**Run 1: pin placement**

(3 px per um) Pins as bars across the die edge, other pins in grey.
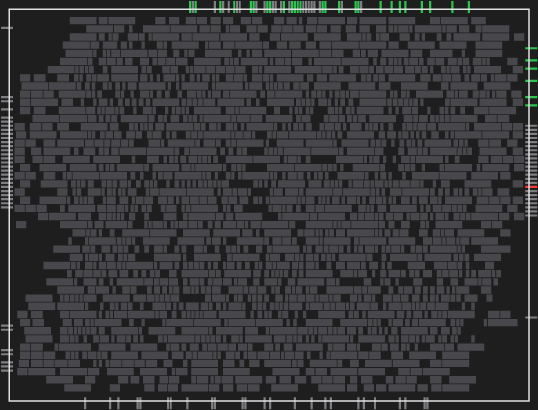
**Run 1: routing congestion map**

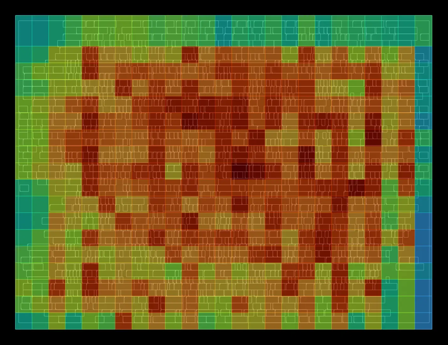
**Run 1: M3 wires**

(3 px per um) Cells faint in the background.
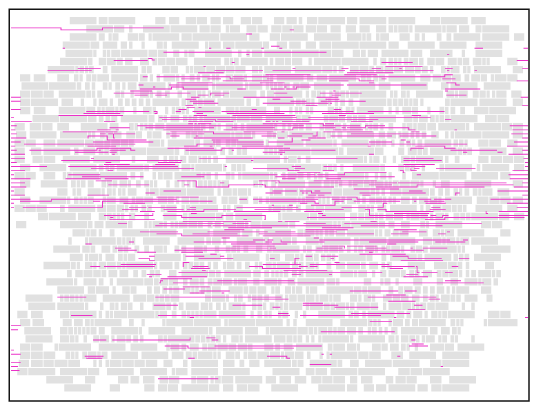
**Run 1: M2 wires**

(3 px per um) Cells faint in the background.
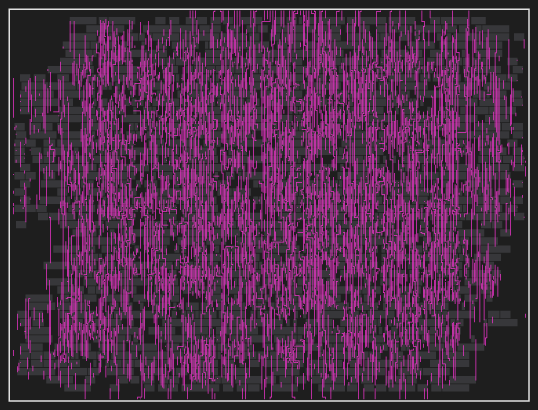
$ cat src/rtl/div_seq_if.sv
// Handshake and result bundle between the EX-stage sequencer and the iterative divider.
interface div_seq_if #(
  parameter int WIDTH = 32
);
  logic             div_start;
  logic             div_signed;
  logic [WIDTH-1:0] div_a;
  logic [WIDTH-1:0] div_b;
  logic             div_cancel;
  logic             div_stall;
  logic             div_done;
  logic [WIDTH-1:0] div_hi;
  logic [WIDTH-1:0] div_lo;

  modport master (
    output div_start, div_signed, div_a, div_b, div_cancel,
    input  div_stall, div_done, div_hi, div_lo
  );

  modport slave (
    input  div_start, div_signed, div_a, div_b, div_cancel,
    output div_stall, div_done, div_hi, div_lo
  );
endinterface

$ cat src/rtl/div_seq.sv
// Iterative radix-2 restoring divider for DIV/DIVU: HI = remainder, LO = quotient.
// Optional macro DIV_EARLY_OUT_EN skips the iteration when |a| < |b| or b == 0.
module div_seq #(
  parameter int WIDTH = 32
) (
  input  logic     clk,
  input  logic     rst,
  div_seq_if.slave bus
);

  localparam int CW = $clog2(WIDTH);

  typedef enum logic [2:0] {
    IDLE,
    PREP,
    CALC,
    FIXUP,
    DONE
  } state_t;

  state_t           state;
  state_t           state_nx;
  logic [CW-1:0]    counter;
  logic [WIDTH-1:0] a_reg;
  logic [WIDTH-1:0] b_reg;
  logic             sgn_reg;
  logic             neg_q;
  logic             neg_r;
  logic [WIDTH-1:0] dvs;
  logic [WIDTH-1:0] rem;
  logic [WIDTH-1:0] quo;
  logic [WIDTH-1:0] abs_a;
  logic [WIDTH-1:0] abs_b;
  logic [WIDTH:0]   shifted;
  logic [WIDTH:0]   diff;
  logic [WIDTH-1:0] hi_r;
  logic [WIDTH-1:0] lo_r;
  logic             stall;
  logic             early;
  logic             accept;

  assign accept = bus.div_start && !bus.div_cancel;

  assign abs_a = (sgn_reg && a_reg[WIDTH-1]) ? ('0 - a_reg) : a_reg;
  assign abs_b = (sgn_reg && b_reg[WIDTH-1]) ? ('0 - b_reg) : b_reg;

`ifdef DIV_EARLY_OUT_EN
  assign early = (abs_a < abs_b) || (b_reg == '0);
`else
  assign early = 1'b0;
`endif

  // quo starts as |a| and is shifted out MSB-first while quotient bits shift in
  assign shifted = {rem, quo[WIDTH-1]};
  assign diff    = shifted - {1'b0, dvs};

  always_ff @(posedge clk or posedge rst) begin
    if (rst) begin
      state <= IDLE;
    end else begin
      state <= state_nx;
    end
  end

  always_comb begin
    state_nx = state;
    stall    = 1'b0;
    case (state)
      IDLE: begin
        if (accept) begin
          stall    = 1'b1;
          state_nx = PREP;
        end
      end
      PREP: begin
        if (bus.div_cancel) begin
          state_nx = IDLE;
        end else begin
          stall    = 1'b1;
          state_nx = early ? FIXUP : CALC;
        end
      end
      CALC: begin
        if (bus.div_cancel) begin
          state_nx = IDLE;
        end else begin
          stall = 1'b1;
          if (counter == CW'(WIDTH - 1)) begin
            state_nx = FIXUP;
          end
        end
      end
      FIXUP: begin
        if (bus.div_cancel) begin
          state_nx = IDLE;
        end else begin
          stall    = 1'b1;
          state_nx = DONE;
        end
      end
      DONE: begin
        state_nx = IDLE;
      end
      default: begin
        state_nx = IDLE;
      end
    endcase
  end

  always_ff @(posedge clk or posedge rst) begin
    if (rst) begin
      counter <= '0;
      a_reg   <= '0;
      b_reg   <= '0;
      sgn_reg <= 1'b0;
      neg_q   <= 1'b0;
      neg_r   <= 1'b0;
      dvs     <= '0;
      rem     <= '0;
      quo     <= '0;
      hi_r    <= '0;
      lo_r    <= '0;
    end else begin
      case (state)
        IDLE: begin
          if (accept) begin
            a_reg   <= bus.div_a;
            b_reg   <= bus.div_b;
            sgn_reg <= bus.div_signed;
          end
        end
        PREP: begin
          if (!bus.div_cancel) begin
            neg_q   <= sgn_reg && (a_reg[WIDTH-1] ^ b_reg[WIDTH-1]);
            neg_r   <= sgn_reg && a_reg[WIDTH-1];
            dvs     <= abs_b;
            counter <= '0;
            if (early) begin
              quo <= '0;
              rem <= abs_a;
            end else begin
              quo <= abs_a;
              rem <= '0;
            end
          end
        end
        CALC: begin
          if (!bus.div_cancel) begin
            if (!diff[WIDTH]) begin
              rem <= diff[WIDTH-1:0];
              quo <= {quo[WIDTH-2:0], 1'b1};
            end else begin
              rem <= shifted[WIDTH-1:0];
              quo <= {quo[WIDTH-2:0], 1'b0};
            end
            counter <= counter + CW'(1);
          end
        end
        FIXUP: begin
          if (!bus.div_cancel) begin
            // zero divisor returns the raw dividend, never sign-corrected
            if (b_reg == '0) begin
              lo_r <= '1;
              hi_r <= a_reg;
            end else begin
              lo_r <= neg_q ? ('0 - quo) : quo;
              hi_r <= neg_r ? ('0 - rem) : rem;
            end
          end
        end
        default: begin
        end
      endcase
    end
  end

  assign bus.div_stall = stall;
  assign bus.div_done  = (state == DONE);
  assign bus.div_hi    = hi_r;
  assign bus.div_lo    = lo_r;

endmodule
$ cat src/flat_wrapper.sv
// flat-port wrapper written by rule: the top's interface ports become plain ports
module div_seq_flat 
#(
  parameter int WIDTH = 32
)
  (clk, rst, bus_div_start, bus_div_signed, bus_div_a, bus_div_b, bus_div_cancel, bus_div_stall, bus_div_done, bus_div_hi, bus_div_lo);
  div_seq_if #(.WIDTH(WIDTH)) bus_i ();
  input  logic clk;
  input  logic rst;
  input wire logic [$bits(bus_i.div_start)-1:0] bus_div_start;
  input wire logic [$bits(bus_i.div_signed)-1:0] bus_div_signed;
  input wire logic [$bits(bus_i.div_a)-1:0] bus_div_a;
  input wire logic [$bits(bus_i.div_b)-1:0] bus_div_b;
  input wire logic [$bits(bus_i.div_cancel)-1:0] bus_div_cancel;
  output wire logic [$bits(bus_i.div_stall)-1:0] bus_div_stall;
  output wire logic [$bits(bus_i.div_done)-1:0] bus_div_done;
  output wire logic [$bits(bus_i.div_hi)-1:0] bus_div_hi;
  output wire logic [$bits(bus_i.div_lo)-1:0] bus_div_lo;
  assign bus_i.div_start = bus_div_start;
  assign bus_i.div_signed = bus_div_signed;
  assign bus_i.div_a = bus_div_a;
  assign bus_i.div_b = bus_div_b;
  assign bus_i.div_cancel = bus_div_cancel;
  assign bus_div_stall = bus_i.div_stall;
  assign bus_div_done = bus_i.div_done;
  assign bus_div_hi = bus_i.div_hi;
  assign bus_div_lo = bus_i.div_lo;
  div_seq #(.WIDTH(WIDTH)) u_core (.clk(clk), .rst(rst), .bus(bus_i));
endmodule
$ cat config.mk
export PLATFORM = sky130hd
export DESIGN_NAME = div_seq_flat
export DESIGN_NICKNAME = d
export VERILOG_FILES = /design/src/rtl/div_seq_if.sv /design/src/rtl/div_seq.sv /design/src/flat_wrapper.sv
export SDC_FILE = /design/constraint.sdc
export NUM_CORES = 1
export LEC_CHECK = 0
export CAP_MARGIN = 20
export CORE_ASPECT_RATIO = 0.75
export CORE_UTILIZATION = 63
export DETAILED_ROUTE_END_ITERATION = 12
export GPL_TIMING_DRIVEN = 0
export PLACE_DENSITY = 0.87
export SLEW_MARGIN = 20
export SYNTH_ARGS = -nofsm -noshare
export SYNTH_HDL_FRONTEND = slang
export SYNTH_SLANG_ARGS = --single-unit
export TNS_END_PERCENT = 10
$ cat constraint.sdc
create_clock -name clk -period 19.9 [get_ports clk]
set_input_delay 4.975 -clock clk [delete_from_list [all_inputs] [get_ports clk]]
set_output_delay 4.975 -clock clk [all_outputs]
set_load 0.05 [all_outputs]
==> results.toml, run 1 <==
# flow metrics
[outcome]
status = "complete, no violations"

[flow_run]
cap_violations = 0
warning_count = 28

[finish]
seq_share_pct = 36.0
seqCellArea_um2 = 5880
ff_count = 235
buffers = 224
area_growth_pct = 18.5
clk_share_pct = 4.82
layout.nonclk_buf_share_pct = 10.6
nets = 1817
comb_area_share_pct = 45.0
fill_cells = 1463
antenna_cells = 0
inverters = 56
final_layout_size_suffix_gt1_share_pct = 7.13
largestClassByArea = "multi-input combinational cells"
logic_area_um2 = 7340
n_clock_buffer = 40
nMultiInputCombCells = 1167

[global_route]
grt_pass1_wl_mm = 66.6
antenna_found_initial = 0
grt_max_degree = 108
first_global_vias = 12600
grt_overflow = 0
grtUsageTotal_pct = 37.5

[clock_tree]
clock_sinks = 235
cts_tree = "built"
clock_latency_ns = 0.53
cts_max_path_buffers = 3
root_buffer = "clkbuf_16"
cts.clk_slew.worst_paths_ns = 0.06
cts_hold_buf = 0
cts-buffers-inserted = 25
cts_setup_buffers = 0
ctsResizeCount = 0
cts-htree-levels = 1

[yosys]
synth_cells = 1546
synth_async_sr_flop_share_pct = 100
yosysWarningCount = 0
edf_count = 0
syn_nets = 1654
avgSynthCellArea_um2 = 8.91
ys_types = 65
ys_ff = 235
ys_cells = 1546
syn_area_um2 = 13800
ys_seq_share_pct = 42.7
ys.flop_type = "dfrtp_1"
ys_area_um2 = 13800

[die]
dieArea_um2 = 22500
num_io_pins = 135
fp-row-count = 46
core_um2 = 21300
n_tap_cell = 288
fp_util_pct = 64.7
die_w_um = 173

[detailed_routing]
firstDrtPassIters = 7
drt-initial-drc-count = 1987
ant_nets = 0
drc = 0
post_drt_via_cell_ratio = 6.60

[critical_path]
required_ns = 14.93
critPathSlowestCell = "clkdlybuf4s50_1"
critical_path.max_fanout = 4
path_common_cell = "clkdlybuf4s50_1"
max_stage_delay_ns = 0.82
setup.worst_path.start_class = "primary input"
crit_type = "in2out"
arrival_ns = 6.90
critPathCaptureType = "primary output"
path_cells = "clkdlybuf4s50_1 > nor2_1 > o31a_1 > clkdlybuf4s50_1"

[worst_hold_path]
min_path_type = "reg2reg"

[sta]
finalHoldViolCount = 0
clock.fmax_mhz = 84.2
fin_crit_ns = 11.88
setup-tns-final_ns = 0
drv_slew = 0
slew-limit-headroom_pct = 32.5
max_slew.worst_pin.slew_ns = 1.01
final-setup-viol-count = 0
min_period_over_period_pct = 59.7
finalClockSkew_ns = 0.00929
rsz0062_at_grt = "no"

[power_and_ir_drop]
power.total_uw = 2100
p_leak_uw = 0.00706
powerDensity_nw_per_um2 = 129
ir_drop_uv = 70.3

[placed_design]
place_hpwl_mm = 30.8
place_congestion = 0.963
Back to the opening pictures, 'pin placement':
Key: bus_div_start = red [pins 1, direction input, edge right]; bus_div_lo = green [pins 32, direction output, edge 26 top, 6 right]
All pins by edge: 46 top, 34 left, 30 right, 25 bottom.
I/O Buffers: 134
die height: 130 um

Back to the opening pictures, 'routing congestion map':
GR Util met3: 10.3%
core occupancy in the finished layout: 76.7%
WL/cell: 20.9 um

Back to the opening pictures, 'M3 wires':
The layer holds 13% of the routed length. The wires run mostly horizontal. The layer carries 5530 um of wire. 343 nets have wire on it. The longest straight run is 103 um.

Back to the opening pictures, 'M2 wires':
The layer holds 43% of the routed length. The wires run mostly vertical. 1583 nets have wire on it. The longest straight run is 51.8 um. The layer carries 18100 um of wire.
met2 GRT Util: 55.4%
vias: 13300
Routed WL: 42.1 mm

-- run 1: through the flow --
step	utilization, %	instances	hold WS (ns)	instance area, um2	setup slack (ns)
6_report	76.7	2012	0.465	16300	8.02
5_1_grt	76.7	2012	0.508	16300	8.03
4_1_cts	76.7	2012	0.468	16300	8.11
3_5_place_dp	73.0	1970	0.455	15500	8.12
3_3_place_gp	72.7	1968	0.457	15500	5.67
2_1_floorplan	-	1546	0.447	13800	8.48
-- run 1: cells by family after synthesis --
logic type,Yosys count,share of synthesized area (%)
XOR/XNOR,141,8.97
AND/OR/NAND/NOR,503,16.9
multiplexers,70,5.69
AND-OR/OR-AND,414,18.1
buffers and inverters,144,3.98
flip-flops,235,42.7
adder cells (fa/ha/maj),39,3.60
-- run 1: critical path: cells and delay by family --
family,cells,cell delay (ns)
buffers and inverters,2,1.34
AOI/OAI and AO/OA,1,0.27
and+or+nand+nor,1,0.31
-- run 1: synthesized netlist by cell type (28+ instances only) --
| cell | count | area (um2) |
|---|---|---|
| xor2_1 | 89 | 780 |
| nand3_1 | 61 | 305 |
| nor2_1 | 134 | 503 |
| nand2_1 | 178 | 668 |
| mux2_2 | 66 | 743 |
| dfrtp_1 | 235 | 5880 |
| ha_1 | 38 | 475 |
| a21oi_1 | 120 | 601 |
| a31oi_1 | 28 | 175 |
| xnor2_1 | 52 | 455 |
| o21ai_0 | 144 | 721 |
| clkbuf_1 | 79 | 297 |
| inv_1 | 54 | 203 |
-- run 1: where the power goes --
part           switching, uW  internal [uW]  total, uW
Combinational            544            334        878
Clock                    190            269        458
Sequential               155            612        767
Total                    888           1210       2100
-- run 1: layout by cell type (no fill, tap or decap), types with 28 or more instances in the layout --
| master | Yosys | layout |
|---|---|---|
| dfrtp_1 | 235 | 235 |
| nand2_1 | 178 | 178 |
| o21ai_0 | 144 | 144 |
| nor2_1 | 134 | 134 |
| clkdlybuf4s50_1 | 0 | 134 |
| a21oi_1 | 120 | 120 |
| xor2_1 | 89 | 89 |
| clkbuf_1 | 79 | 87 |
| mux2_2 | 66 | 66 |
| nand3_1 | 61 | 61 |
| inv_1 | 54 | 53 |
| xnor2_1 | 52 | 52 |
| ha_1 | 38 | 38 |
| a31oi_1 | 28 | 28 |
-- run 1: final timing paths --
check	startpoint	endpoint	slack (ns)	cells after the start
setup / recovery	bus_div_cancel	bus_div_stall	8.02	4
min in group asynchronous	rst	u_core.dvs[27]$_DFFE_PP0P_	4.87	2
setup reg to reg	u_core.quo[31]$_DFFE_PP0P_	u_core.rem[26]$_DFFE_PP0P_	15.26	13
max in group asynchronous	rst	u_core.quo[6]$_DFFE_PP0P_	13.76	4
hold / removal	u_core.bus.div_lo[13]$_DFFE_PP0P_	u_core.bus.div_lo[13]$_DFFE_PP0P_	0.46	2
hold reg to reg	u_core.bus.div_lo[13]$_DFFE_PP0P_	u_core.bus.div_lo[13]$_DFFE_PP0P_	0.46	2
-- run 1: per-layer routing --
layer / vias to the layer above / track usage, % / share of wire, %
met1: 6380 / 52.7 / 40
met3: 152 / 10.3 / 13
met4: 0 / 15.0 / 3.8
met5: - / 0 / 0
met2: 945 / 55.4 / 43
li1: 5794 / - / -
--- run 2 (diff from run 1) ---
--- a/config.mk
+++ b/config.mk
@@ -7,10 +7,10 @@
 export LEC_CHECK = 0
 export CAP_MARGIN = 20
 export CORE_ASPECT_RATIO = 0.75
-export CORE_UTILIZATION = 63
+export CORE_UTILIZATION = 53
 export DETAILED_ROUTE_END_ITERATION = 12
 export GPL_TIMING_DRIVEN = 0
-export PLACE_DENSITY = 0.87
+export PLACE_DENSITY = 0.78
 export SLEW_MARGIN = 20
 export SYNTH_ARGS = -nofsm -noshare
 export SYNTH_HDL_FRONTEND = slang
==> constraint.sdc (replaced) <==
create_clock -name clk -period 10.5 [get_ports clk]
set_input_delay 2.625 -clock clk [delete_from_list [all_inputs] [get_ports clk]]
set_output_delay 2.625 -clock clk [all_outputs]
set_load 0.05 [all_outputs]
**Run 2: routing congestion map**

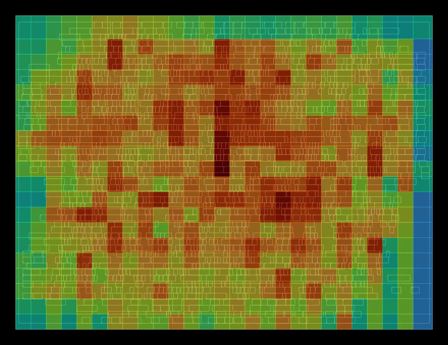
GR Util met3: 8.04%
WL/cell: 20.2 um
busiest layer in global routing: met1
met2 GRT Util: 44.7%
GR met1 Demand/Resource: 48.0%

**Run 2: M2 wires**

(2 px per um) Cells faint in the background.
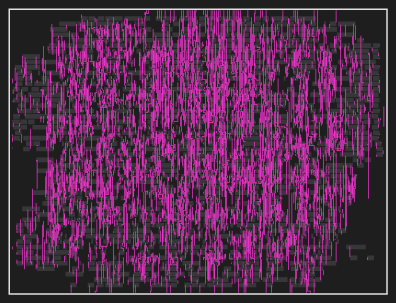
vias: 12900
Routed WL: 41.8 mm

==> run 2 against run 1 <==
Net effect:
- setup slack got worse by 4.6 ns
- count of clock-buffer cells in the layout fell by 1
- sequential power is 89% higher
- power grew 87%
- via count down 2.9%
- routed wire length shrank 0.68%
- worst hold slack better by 0.014 ns
- die area increased by 19%
- sequential cell count unchanged
- area after synthesis unchanged
- critical endpoint unchanged
- largest cell class unchanged
- highest routed layer unchanged
==> results.toml, run 2 <==
# flow metrics
[outcome]
status = "complete, no violations"

[critical_path]
crit_type = "in2out"
r2r_slack_ns = 5.91
rr_startpoint = "u_core.quo[31]$_DFFE_PP0P_"
endpoint = "bus_div_stall"
worstReg2RegEnd = "u_core.rem[26]$_DFFE_PP0P_"
max_stage_delay_ns = 0.82
arrival_ns = 4.49
cp_num_buf_inv = 2
cp.depth = 4
critPathCaptureType = "primary output"
critPathSlowestCell = "clkdlybuf4s50_1"
startpoint = "bus_div_cancel"
cpLargestDelayFamily = "buffers and inverters"
required_ns = 7.88
ff2ff_path_depth = 13
critical_path.max_fanout = 4
setup.worst_path.start_class = "primary input"
path_common_cell = "clkdlybuf4s50_1"
path_cells = "clkdlybuf4s50_1 > nor2_1 > o31a_1 > clkdlybuf4s50_1"

[die]
fp-row-count = 50
die_h_um = 142
die_w_um = 188
fp_util_pct = 54.6
core_um2 = 25200
num_io_pins = 135
dieArea_um2 = 26600

[global_route]
first_global_vias = 11800
grt_overflow = 0
grt_pass1_wl_mm = 66.3
grtUsageTotal_pct = 31.5
antenna_found_initial = 0
grt_max_degree = 104

[clock_tree]
cts_hold_buf = 0
cts-buffers-inserted = 24
cts.clk_slew.worst_paths_ns = 0.07
cts_setup_buffers = 0
cts-htree-levels = 1
cts_max_path_buffers = 3
root_buffer = "clkbuf_16"
clock_sinks = 235
cts_tree = "built"
ctsResizeCount = 0
clock_latency_ns = 0.53

[sta]
setup-tns-final_ns = 0
fin_crit_ns = 7.12
finalHoldViolCount = 0
clock.fmax_mhz = 141
setup_ws_ns = 3.38
min_period_over_period_pct = 67.8
final-setup-viol-count = 0
finalClockSkew_ns = 0.0211
drv_slew = 0
slew-limit-headroom_pct = 37.8
rsz0062_at_grt = "no"
max_slew.worst_pin.slew_ns = 0.933

[yosys]
yosysWarningCount = 0
ys_area_um2 = 13800
avgSynthCellArea_um2 = 8.91
syn_nets = 1654
edf_count = 0
top_cells_by_count = "235 x dfrtp_1, 178 x nand2_1, 144 x o21ai_0"
ys_ff = 235
synth_cells = 1546
ys.flop_type = "dfrtp_1"
synth_async_sr_flop_share_pct = 100
ys_cells = 1546
most_common_cell = "dfrtp_1"
top_area_share_pct = 42.7
topCellsByArea = "dfrtp_1 43%, xor2_1 5.7%, mux2_2 5.4%"
ys_types = 65
ys_seq_share_pct = 42.7
yosysTopAreaCell = "dfrtp_1"
syn_area_um2 = 13800

[finish]
logic_area_um2 = 7340
seqCellArea_um2 = 5880
lay_top_cells = "235 x dfrtp_1, 178 x nand2_1, 144 x o21ai_0, 134 x nor2_1, 134 x clkdlybuf4s50_1"
antenna_cells = 0
area_growth_pct = 18.8
fill_cells = 2073
final_layout_size_suffix_gt1_share_pct = 7.24
final_util_pct = 64.9
nets = 1816
final_layout_top_logic_cell = "dfrtp_1"

[flow_run]
cap_violations = 0
warning_count = 28

[power_and_ir_drop]
p_leak_uw = 0.00706
powerDensity_nw_per_um2 = 241
ir_drop_uv = 170

[placed_design]
place_hpwl_mm = 31.0
place_congestion = 0.966
dp_slack_ns = 3.45
io_buffers = 134

[detailed_routing]
drt-initial-drc-count = 1392
post_drt_via_cell_ratio = 6.24
firstDrtPassIters = 5
drc = 0
ant_nets = 0

[worst_hold_path]
min_path_type = "reg2reg"
-- run 2: kinds of logic after synthesis --
kind of cell | Yosys count | synth area share, %
adders and majority gates | 39 | 3.60
and+or+nand+nor | 503 | 16.9
DFF | 235 | 42.7
AOI/OAI and AO/OA | 414 | 18.1
muxes | 70 | 5.69
xor gates and xnor gates | 141 | 8.97
buffers and inverters | 144 | 3.98
-- run 2: worst min path at each step --
stage | to | depth (start not counted) | from | slack [ns]
2_1_floorplan | u_core.state[0]$_DFFE_PP0P_ | 1 | u_core.state[2]$_DFFE_PP0P_ | 0.45
3_3_place_gp | u_core.bus.div_lo[13]$_DFFE_PP0P_ | 2 | u_core.bus.div_lo[13]$_DFFE_PP0P_ | 0.46
3_5_place_dp | u_core.dvs[27]$_DFFE_PP0P_ | 2 | u_core.dvs[27]$_DFFE_PP0P_ | 0.47
4_1_cts | u_core.state[0]$_DFFE_PP0P_ | 1 | u_core.state[2]$_DFFE_PP0P_ | 0.48
5_1_grt | u_core.dvs[22]$_DFFE_PP0P_ | 2 | u_core.dvs[22]$_DFFE_PP0P_ | 0.50
6_report | u_core.dvs[27]$_DFFE_PP0P_ | 2 | u_core.dvs[27]$_DFFE_PP0P_ | 0.48
-- run 2: final cells by class --
class                   count  area share [%]
multi-input cells        1167            44.9
flip-flops and latches    235            35.9
repair buffers            136            8.53
clock buffers              39            4.51
well taps                 338            2.58
plain buffers              88            2.06
inverters                  56            1.33
clock inverters             5           0.176
-- run 2: worst register-to-register path, delay by kind of cell, from the launching register on --
family	cells	cell delay (ns)
buffers and inverters	2	0.74
adders and majority gates	2	0.73
xor gates and xnor gates	1	0.75
and+or+nand+nor	4	0.65
AOI/OAI and AO/OA	4	1.33
DFF	1	0.32
-- run 2: report_power, final --
group,internal [uW],switching [uW],total (uW)
clock,480,367,847
sequential,1160,293,1450
combinational,632,1010,1640
-- run 2: layer usage --
| metal | vias to the layer above | share of wire, % | track usage [%] |
|---|---|---|---|
| li1 | 5791 | - | - |
| met1 | 6296 | 45 | 48.0 |
| met3 | 65 | 11 | 8.04 |
| met4 | 0 | 1.8 | 6.42 |
| met2 | 736 | 42 | 44.7 |
| met5 | - | 0 | 0 |
-- run 2: metrics by stage --
| stage | instances | instance area, um2 | hold WS, ns | total power (uW) |
|---|---|---|---|---|
| 2_1_floorplan | 1546 | 13800 | 0.447 | 2550 |
| 3_3_place_gp | 2018 | 15500 | 0.458 | 3010 |
| 3_5_place_dp | 2020 | 15600 | 0.471 | 3060 |
| 4_1_cts | 2064 | 16400 | 0.485 | 3920 |
| 5_1_grt | 2064 | 16400 | 0.503 | 4170 |
| 6_report | 2064 | 16400 | 0.479 | 3940 |
--- run 3 (diff from run 2) ---
==> constraint.sdc (replaced) <==
create_clock -name clk -period 6.5 [get_ports clk]
set_input_delay 1.625 -clock clk [delete_from_list [all_inputs] [get_ports clk]]
set_output_delay 1.625 -clock clk [all_outputs]
set_load 0.05 [all_outputs]
**Run 3: M2 wires**

(2 px per um) Cells faint in the background.
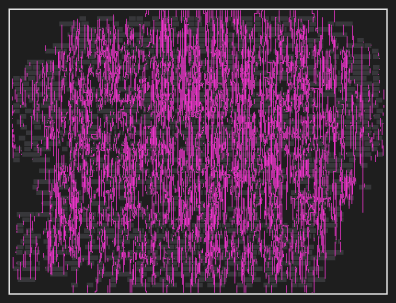
Routed WL: 41.4 mm
vias: 12800
met2 GRT Util: 44.6%

**Run 3: pin placement**

(2 px per um) Pins as bars across the die edge, other pins in grey.
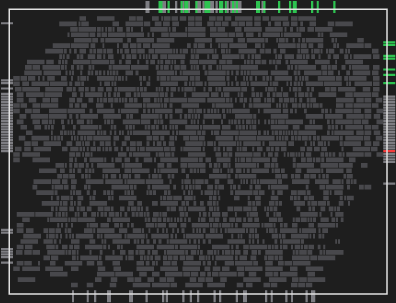
die height: 142 um
chip width: 188 um

==> run 3 against run 2 <==
Net effect:
- first-iteration DRC count is 7.1% higher
- sequential cell count unchanged
- global-route usage decreased by 0.24 points
- largest cell class unchanged
==> results.toml, run 3 <==
# flow metrics
[clock_tree]
cts-htree-levels = 1
cts_hold_buf = 0
clock_latency_ns = 0.54
clock_sinks = 235
cts.clk_slew.worst_paths_ns = 0.06
cts_tree = "built"
root_buffer = "clkbuf_16"
cts_setup_buffers = 0
ctsResizeCount = 0
cts_max_path_buffers = 3
cts-buffers-inserted = 25

[critical_path]
arrival_ns = 3.47
max_stage_delay_ns = 0.81
path_cells = "clkdlybuf4s50_1 > nor2_1 > o31a_1 > clkdlybuf4s50_1"
crit_type = "in2out"
required_ns = 4.88
setup.worst_path.start_class = "primary input"
critPathCaptureType = "primary output"
critical_path.max_fanout = 4
cp_num_buf_inv = 2
path_common_cell = "clkdlybuf4s50_1"
cpLargestDelayFamily = "buffers and inverters"
critPathSlowestCell = "clkdlybuf4s50_1"

[outcome]
status = "complete, no violations"

[die]
num_io_pins = 135
core_um2 = 25200
dieArea_um2 = 26600
fp_util_pct = 54.6
fp-row-count = 50

[yosys]
syn_nets = 1654
ys_cells = 1546
ys_area_um2 = 13800
avgSynthCellArea_um2 = 8.91
top_area_share_pct = 42.7
ys_types = 65
synth_async_sr_flop_share_pct = 100
most_common_cell = "dfrtp_1"
yosysTopAreaCell = "dfrtp_1"
ys_ff = 235
yosysWarningCount = 0
top_cells_by_count = "235 x dfrtp_1, 178 x nand2_1, 144 x o21ai_0"
syn_area_um2 = 13800
ys_seq_share_pct = 42.7
synth_cells = 1546
edf_count = 0
ys.flop_type = "dfrtp_1"
topCellsByArea = "dfrtp_1 43%, xor2_1 5.7%, mux2_2 5.4%"

[detailed_routing]
ant_nets = 0
drt-initial-drc-count = 1491
wl_per_cell_um = 20.0
drc = 0
post_drt_via_cell_ratio = 6.19
firstDrtPassIters = 5

[finish]
antenna_cells = 0
final_util_pct = 65.4
final_layout_size_suffix_gt1_share_pct = 7.39
area_growth_pct = 19.7
nets = 1823
final_layout_top_logic_cell = "dfrtp_1"
lay_top_cells = "235 x dfrtp_1, 178 x nand2_1, 144 x o21ai_0, 134 x nor2_1, 134 x clkdlybuf4s50_1"

[power_and_ir_drop]
powerDensity_nw_per_um2 = 388
ir_drop_uv = 217
p_leak_uw = 0.00709

[global_route]
grtUsageTotal_pct = 31.2
grt_pass1_wl_mm = 65.8
first_global_vias = 12000
grt_max_degree = 34
antenna_found_initial = 0
grt_overflow = 0

[sta]
fin_crit_ns = 5.09
rsz0062_at_grt = "no"
finalHoldViolCount = 0
min_period_over_period_pct = 78.4
drv_slew = 0
slew-limit-headroom_pct = 32.9
setup-tns-final_ns = 0
clock.fmax_mhz = 196
final-setup-viol-count = 0
finalClockSkew_ns = 0.0216
max_slew.worst_pin.slew_ns = 1.01

[worst_hold_path]
min_path_type = "reg2reg"

[flow_run]
cap_violations = 0
warning_count = 26

[placed_design]
io_buffers = 134
place_hpwl_mm = 31.5
place_congestion = 0.979
## run 3: netlist changes by cell type in the layout (fill, tap and decap cells not counted), sizes merged
| cell | delta |
|---|---|
| buf | +6 |
| clkinv | -4 |
| clkinvlp | +3 |
| clkbuf | +2 |
| bufinv | +1 |
| inv | -1 |
## run 3: layout make-up
type | count | area [um2]
tap | 338 | 423
sequential | 235 | 5880
multi-input combinational | 1167 | 7340
buffer | 88 | 338
timing repair buffer | 142 | 1510
fill | 2041 | 8720
clock inverter | 4 | 53.8
clock buffer | 41 | 726
inverter | 56 | 214
## run 3: kinds of logic (layout without fill, tap and decap cells)
group | count (synthesis) | in the layout | synth area share [%]
and+or+nand+nor | 503 | 503 | 16.9
DFF | 235 | 235 | 42.7
AOI/OAI and AO/OA | 414 | 414 | 18.1
adders and majority gates | 39 | 39 | 3.60
buffers and inverters | 144 | 331 | 3.98
xor gates and xnor gates | 141 | 141 | 8.97
muxes | 70 | 70 | 5.69
## run 3: report_power, final
part | total [uW] | switching [uW] | internal [uW]
Sequential | 2340 | 468 | 1870
Clock | 1410 | 608 | 800
Combinational | 2650 | 1620 | 1030
## run 3: worst paths after layout
kind,from,end,slack [ns],cells past startpoint
worst min register to register,u_core.dvs[11]$_DFFE_PP0P_,u_core.dvs[11]$_DFFE_PP0P_,0.48,2
worst min-delay path,u_core.dvs[11]$_DFFE_PP0P_,u_core.dvs[11]$_DFFE_PP0P_,0.48,2
min in group asynchronous,rst,u_core.bus.div_hi[26]$_DFFE_PP0P_,1.43,2
worst max register to register,u_core.quo[31]$_DFFE_PP0P_,u_core.rem[26]$_DFFE_PP0P_,1.95,13
worst max-delay path,bus_div_cancel,bus_div_stall,1.41,4
max in group asynchronous,rst,u_core.bus.div_hi[3]$_DFFE_PP0P_,3.66,7
## run 3: through the flow
step           std cells  worst slack [ns]  hold WS, ns  instance area [um2]  total power [uW]
2_1_floorplan       1546              1.80        0.447                13800              4120
3_3_place_gp        2018            0.0394        0.469                15500              4860
3_5_place_dp        2026              1.45        0.474                15700              4960
4_1_cts             2071              1.43        0.485                16500              6360
5_1_grt             2071              1.40        0.502                16500              6750
6_report            2071              1.41        0.484                16500              6400
## run 3: tightest hold or removal path, stage by stage, from the launching register on
cell,delay (ns)
dfrtp_1,0.34
nand2_1,0.04
o21ai_0,0.06
## run 3: metal layers
layer	part of all wire (%)	GRT usage [%]	vias to the layer above
li1	-	-	5815
met1	45	46.8	6213
met2	41	44.6	721
met3	12	8.04	67
met4	2.4	7.74	0
met5	0	0	-
Power and IR drop assume default switching activity.
